### The clock network

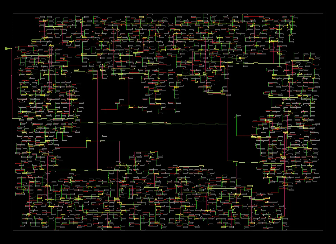
### Routed metal per tile

32 x 23 tiles, from white (low) to dark blue (high), scaled to the fullest tile. Values are wire area over tile area, all layers added.
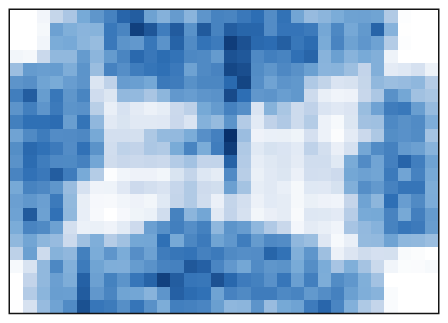
### Layout detail

The bar under the picture is 5 um long. Window x 313 to 333, y 310 to 330 um. Cells in grey, sequential cells in the stronger grey; small squares are vias.
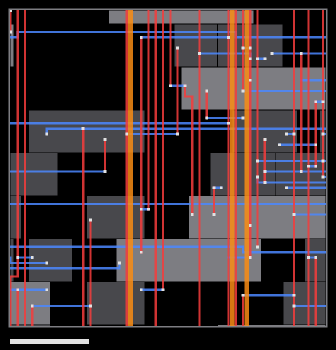
### Ports around the boundary

The bar under the picture is 200 um long. Pins as bars across the die edge, other pins in grey.
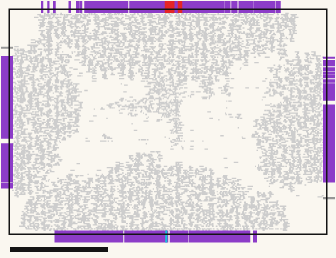
$ cat src/rtl/img_frame_packer.sv
// Ping-pong packer: streams 8-bit pixels into two 11x11 frame buffers and hands complete frames to the classifier.
// Optional macro PIX_SAT_EN: clamps pixels with the top bit set to 8'h7F and adds the sticky sat_hit output.
module img_frame_packer #(
   parameter int PIX_W = 8,
   parameter int N_PIX = 121
) (
   input  logic                     clk,
   input  logic                     rst,
   input  logic [PIX_W-1:0]         pix_in,
   input  logic                     pix_valid,
   input  logic                     pix_sof,
   output logic                     pix_ready,
   output logic [N_PIX*PIX_W-1:0]   img_source,
   output logic                     valid_top,
   input  logic                     ready_top,
`ifdef PIX_SAT_EN
   output logic                     sat_hit,
`endif
   output logic                     frame_err
);

   localparam int CW = $clog2(N_PIX);
   localparam logic [CW-1:0] LAST_IDX = CW'(N_PIX - 1);

   logic [PIX_W-1:0] buf_q [2][N_PIX];
   logic [1:0]       full_q, full_d;
   logic             wsel_q, wsel_d;
   logic             rsel_q, rsel_d;
   logic [CW-1:0]    pcnt_q, pcnt_d;
   logic             ferr_q, ferr_d;

   logic             accept;
   logic             out_accept;
   logic             frame_done;
   logic [CW-1:0]    widx;
   logic [PIX_W-1:0] wdata;

   // Both handshakes depend only on registered flags, so ready_top never reaches pix_ready combinationally.
   assign pix_ready  = ~full_q[wsel_q];
   assign valid_top  = full_q[rsel_q];
   assign accept     = pix_valid & pix_ready;
   assign out_accept = valid_top & ready_top;
   assign widx       = pix_sof ? '0 : pcnt_q;
   assign frame_done = accept & ~pix_sof & (pcnt_q == LAST_IDX);
   assign frame_err  = ferr_q;

`ifdef PIX_SAT_EN
   logic       sat_pix;
   logic [1:0] sat_q, sat_d;

   assign sat_pix = pix_in[PIX_W-1];
   assign wdata   = sat_pix ? {1'b0, {(PIX_W-1){1'b1}}} : pix_in;
   assign sat_hit = |sat_q;

   // A write at index 0 starts a fresh frame, so it replaces any flag left by abandoned pixels.
   always_comb begin
      sat_d = sat_q;
      if (out_accept) begin
         sat_d[rsel_q] = 1'b0;
      end
      if (accept) begin
         if (widx == '0) begin
            sat_d[wsel_q] = sat_pix;
         end else if (sat_pix) begin
            sat_d[wsel_q] = 1'b1;
         end
      end
   end

   always_ff @(posedge clk or negedge rst) begin
      if (!rst) begin
         sat_q <= '0;
      end else begin
         sat_q <= sat_d;
      end
   end
`else
   assign wdata = pix_in;
`endif

   always_comb begin
      full_d = full_q;
      wsel_d = wsel_q;
      rsel_d = rsel_q;
      pcnt_d = pcnt_q;
      ferr_d = 1'b0;
      if (out_accept) begin
         full_d[rsel_q] = 1'b0;
         rsel_d         = ~rsel_q;
      end
      if (accept) begin
         if (pix_sof) begin
            pcnt_d = CW'(1);
            ferr_d = (pcnt_q != '0);
         end else if (frame_done) begin
            full_d[wsel_q] = 1'b1;
            pcnt_d         = '0;
            wsel_d         = ~wsel_q;
         end else begin
            pcnt_d = pcnt_q + CW'(1);
         end
      end
   end

   always_ff @(posedge clk or negedge rst) begin
      if (!rst) begin
         full_q <= '0;
         wsel_q <= 1'b0;
         rsel_q <= 1'b0;
         pcnt_q <= '0;
         ferr_q <= 1'b0;
      end else begin
         full_q <= full_d;
         wsel_q <= wsel_d;
         rsel_q <= rsel_d;
         pcnt_q <= pcnt_d;
         ferr_q <= ferr_d;
      end
   end

   // The write buffer is never the one being presented while it is full, so the output word stays stable.
   always_ff @(posedge clk or negedge rst) begin
      if (!rst) begin
         for (int b = 0; b < 2; b++) begin
            for (int k = 0; k < N_PIX; k++) begin
               buf_q[b][k] <= '0;
            end
         end
      end else if (accept) begin
         buf_q[wsel_q][widx] <= wdata;
      end
   end

   for (genvar k = 0; k < N_PIX; k++) begin : g_pack
      assign img_source[(N_PIX-k)*PIX_W-1 -: PIX_W] = buf_q[rsel_q][k];
   end

endmodule

$ cat config.mk
export PLATFORM = sky130hd
export DESIGN_NAME = img_frame_packer
export DESIGN_NICKNAME = d
export VERILOG_FILES = /design/src/rtl/img_frame_packer.sv
export SDC_FILE = /design/constraint.sdc
export NUM_CORES = 2
export LEC_CHECK = 0
export CAP_MARGIN = 30
export CORE_AREA = 4 4 642 453
export DETAILED_ROUTE_END_ITERATION = 10
export DIE_AREA = 0 0 646 457
export PLACE_DENSITY = 0.54
export SYNTH_ARGS = -nofsm -noshare
export SYNTH_HDL_FRONTEND = slang
export SYNTH_SLANG_ARGS = --single-unit
$ cat constraint.sdc
create_clock -name clk -period 3 [get_ports clk]
set_clock_uncertainty 0.15 [all_clocks]
set_input_delay 0.6 -clock clk [delete_from_list [all_inputs] [get_ports clk]]
set_output_delay 0.6 -clock clk [all_outputs]
set_load 0.01 [all_outputs]
==> CHANGELOG.md <==
## Flow update

- Pwr dens: 514.7 nW/um^2
- GR Overflow Total: 0
- Placed cell area: 104700 um^2
- Via count: 52.49k
- Actual slew at the worst max-slew pin: 0.9045 ns
- Post-synthesis sequential area ratio: 57.38%
- Sw Ratio: 23.26%
- Tot Pwr: 58210 uW
- Fin area: 113100 um^2
- # rows: 164
- Area Growth Syn to Fin: 33.13%
- WHS Path Cells: 2
- Top cells by area: dfrtp_1 57%, mux2_2 38%, clkbuf_1 1.6%
- CTS tree: done
- First-pass GRT wire length: 425.3 mm
- CP cell instances: buf_12, buf_16, bufbuf_16, mux2_2, clkdlybuf4s50_1
- Yosys aoi share: 0.1723%
- Floorplan Nets: 5635
- Area reported by Yosys stat: 84950 um^2
- Slowest-stage cell, CP: dfrtp_4
- Clk buf depth: 4
- Number of global-route vias before repair: 55.92k
- Crit Path Max Fanout: 17
- Main flop type: dfrtp_1
- RSZ-0062 raised after global routing: true
- Hold Path End: buf_q[1519]
- Ys cells: 5620
- Syn_area_per_cell: 15.12 um^2
- R2R cell count: 5
- Async SR Flop Fraction: 100.0%
- Adder share: 0.02946%
- Clock power frac: 46.4%
- Share of layout cells above drive strength 1: 55.54%
- Nets@finish: 7021
- Slowest cell delay on critical path: 0.50 ns
- Die Span Y: 457 um
- Vias per cell: 4.775
- Flip-flops with a built-in enable: 0
- Mapped Area: 84950 um^2
- CTS clk-pin slew, worst paths: 0.06 ns
- Setup Viol. Count Final: 970
- Biggest area consumer among synthesized cells: dfrtp_1
- Worst min path class: input pin to register
- Latency at later pin: 0.87 ns
- Wirelength, routed: 299.8 mm
- DR DRC count: 0
- CP Depth: 5
- Seq cells post-synth: 1948
- Net Sw Power: 13540 uW
- Peak supply drop: 0.3986 mV
- Detail Route Antenna Nets: 0
- Setup crit start kind: register
- Arrival time worst endpoint: 2.91 ns
- Worst reg2reg endpoint: buf_q[924]
- Placed cell count: 10.56k
- Worst Min Path Start: pix_in[7]
- DPL Wire Length: 206.3 mm
- PnR worst setup slack: -0.6589 ns
- Post-route minimum period: 3.659 ns
- Sequential power share: 47.9%
- I/O Buffers: 983
- XOR/XNOR Area Share: 0%
- Tightest hold margin: 0.1398 ns
- Static Leak: 0.05734 uW
- Synth top cells by count: 2899 x mux2_2, 1948 x dfrtp_1, 355 x clkbuf_1
- Most frequent cell after synthesis: mux2_2
- Register-to-register setup slack: 0.17 ns
- Chip area: 295200 um^2
- Fin util: 39.76%
- Worst reg2reg path startpoint: pcnt_q[0]
- Status: finished with violations
- Initial antenna violation count: 19
- Worst Setup End Kind: output pin
- CP Class: register to output pin
- Chip Width: 646 um
- CP required: 2.25 ns
- Multiplexer share: 38.52%
- Crit path capture: img_source[815]
- Combinational power share: 5.7%
- Max-area cell share: 57.38%
- Fin crit share: 122.0%
- Failing checks: negative setup slack
- Finished Layout Cells: 10.99k
- Worst relative slew slack: 39.70%
- H-Tree Depth: 4
- FMAX: 273.3 MHz
- Pre-CTS WS: -0.3965 ns
- DR iter-0 viols: 2745
- TNS Setup: -484.35 ns
- Buf/Inv on CP: 4
- Core Area: 284400 um^2
- Internal power: 44670 uW
- Syn. warnings: 0
- Fin. Hold Viols: 0
- Top logic family: multiplexers
- Boundary pin count: 984
- Gpl congestion: 0.7907
- Top cell family by delay on the critical path: buffers and inverters
- Mapped Cells: 5620
- FP Util: 29.87%
- Synth unique cells: 48
- Largest net degree at the start of global routing: 98
- CTS root buffer: clkbuf_16
- CP startpoint: rsel_q
- Total iterations of the first detailed-routing run: 5
- Slew Viols, Final: 0
- Stage-log warning count: 30
- Total of max-cap violations: 0
- Simple share: 2.122%
Back to the opening pictures, 'The clock network':
Power Clock: 27000 uW
Clock Sinks: 1948
# clk buffers: 302
Num CTS Buffers: 209
sequential cell count: 1948

Back to the opening pictures, 'Routed metal per tile':
tiles over half the peak: 50%
fullest tile: 0.36
densest ninth of the die: north
GRT Total Usage: 19.68%
DR WL/cell: 27.27 um

Back to the opening pictures, 'Layout detail':
| colour | layer |
|---|---|
| red | M2 |
| orange | M4 |
| blue | M1 |
most frequent: mux2_2 (5), dfrtp_1 (3)
netlist names of flops here include: `buf_q` (3)
sequential cells in the window: 3
cells with their middle in the window: 13

Back to the opening pictures, 'Ports around the boundary':
| colour | port | pins | direction | edge |
|---|---|---|---|---|
| cyan | `pix_sof` | 1 | input | south |
| purple | `img_source` | 968 | output | 320 north, 319 south, 173 west, 156 east |
| red | `pix_in` | 8 | input | north |
all pins by edge: 333 north, 320 south, 174 west, 157 east

## cell usage in the layout, fill, tap and decap left out, types with 8 or more instances in the layout
cell	instances
inv_6	8
bufinv_16	21
buf_8	11
nor2_2	41
clkbuf_2	11
nor3_2	15
nand2_2	10
clkbuf_16	219
clkdlybuf4s50_1	724
dlymetal6s2s_1	135
buf_2	22
nand2_1	186
dfrtp_1	1947
mux2_2	2872
clkbuf_1	38
mux2_4	27
buf_12	192
buf_6	29
clkinv_2	31
buf_16	24
nor2_1	21
buf_4	348
dlygate4sd2_1	43
clkbuf_8	55
or3_1	8
## per-layer routing
| metal | up-vias | GRT usage [%] | share of wire [%] |
|---|---|---|---|
| li1 | 22920 | - | - |
| met1 | 28270 | 26.48 | 45 |
| met2 | 999 | 32.89 | 49 |
| met3 | 308 | 3.166 | 4.0 |
| met4 | 0 | 5.099 | 2.6 |
| met5 | - | 0 | 0 |
## power by group through the flow
stage | Sequential (uW) | Clock, uW | Combinational (uW)
after floorplan | 28100 | 0 | 1580
after global placement | 28300 | 0 | 3310
after detailed placement | 28400 | 0 | 3430
after CTS | 27900 | 27800 | 3440
after global routing | 28000 | 28800 | 3660
final | 27900 | 27000 | 3320
## timing repair
item / CTS / global route
endpoints found under the hold margin: 679 / 0
gates cloned: 8 / 10
gates resized: 253 / 242
buffers inserted: 16 / 19
setup endpoints to repair: 970 / 970
hold buffers: 1 / 0
## layout make-up
class	count	area [um^2]
multi-input cells	3281	34920
repair buffers	1560	17500
well taps	3818	4777
flip-flops and latches	1948	48750
clock inverters	71	974.7
inverters	6	22.52
fillers	26360	171300
diodes	6	15.01
clock buffers	302	6130
## flip-flops by register name (all words and copies together) (netlist names)
name	flops
buf_q	1936
full_q	2
rsel_q	1
wsel_q	1
frame_err	1
pcnt_q	7
No activity file was given, so power comes from the tool's default toggle rates.
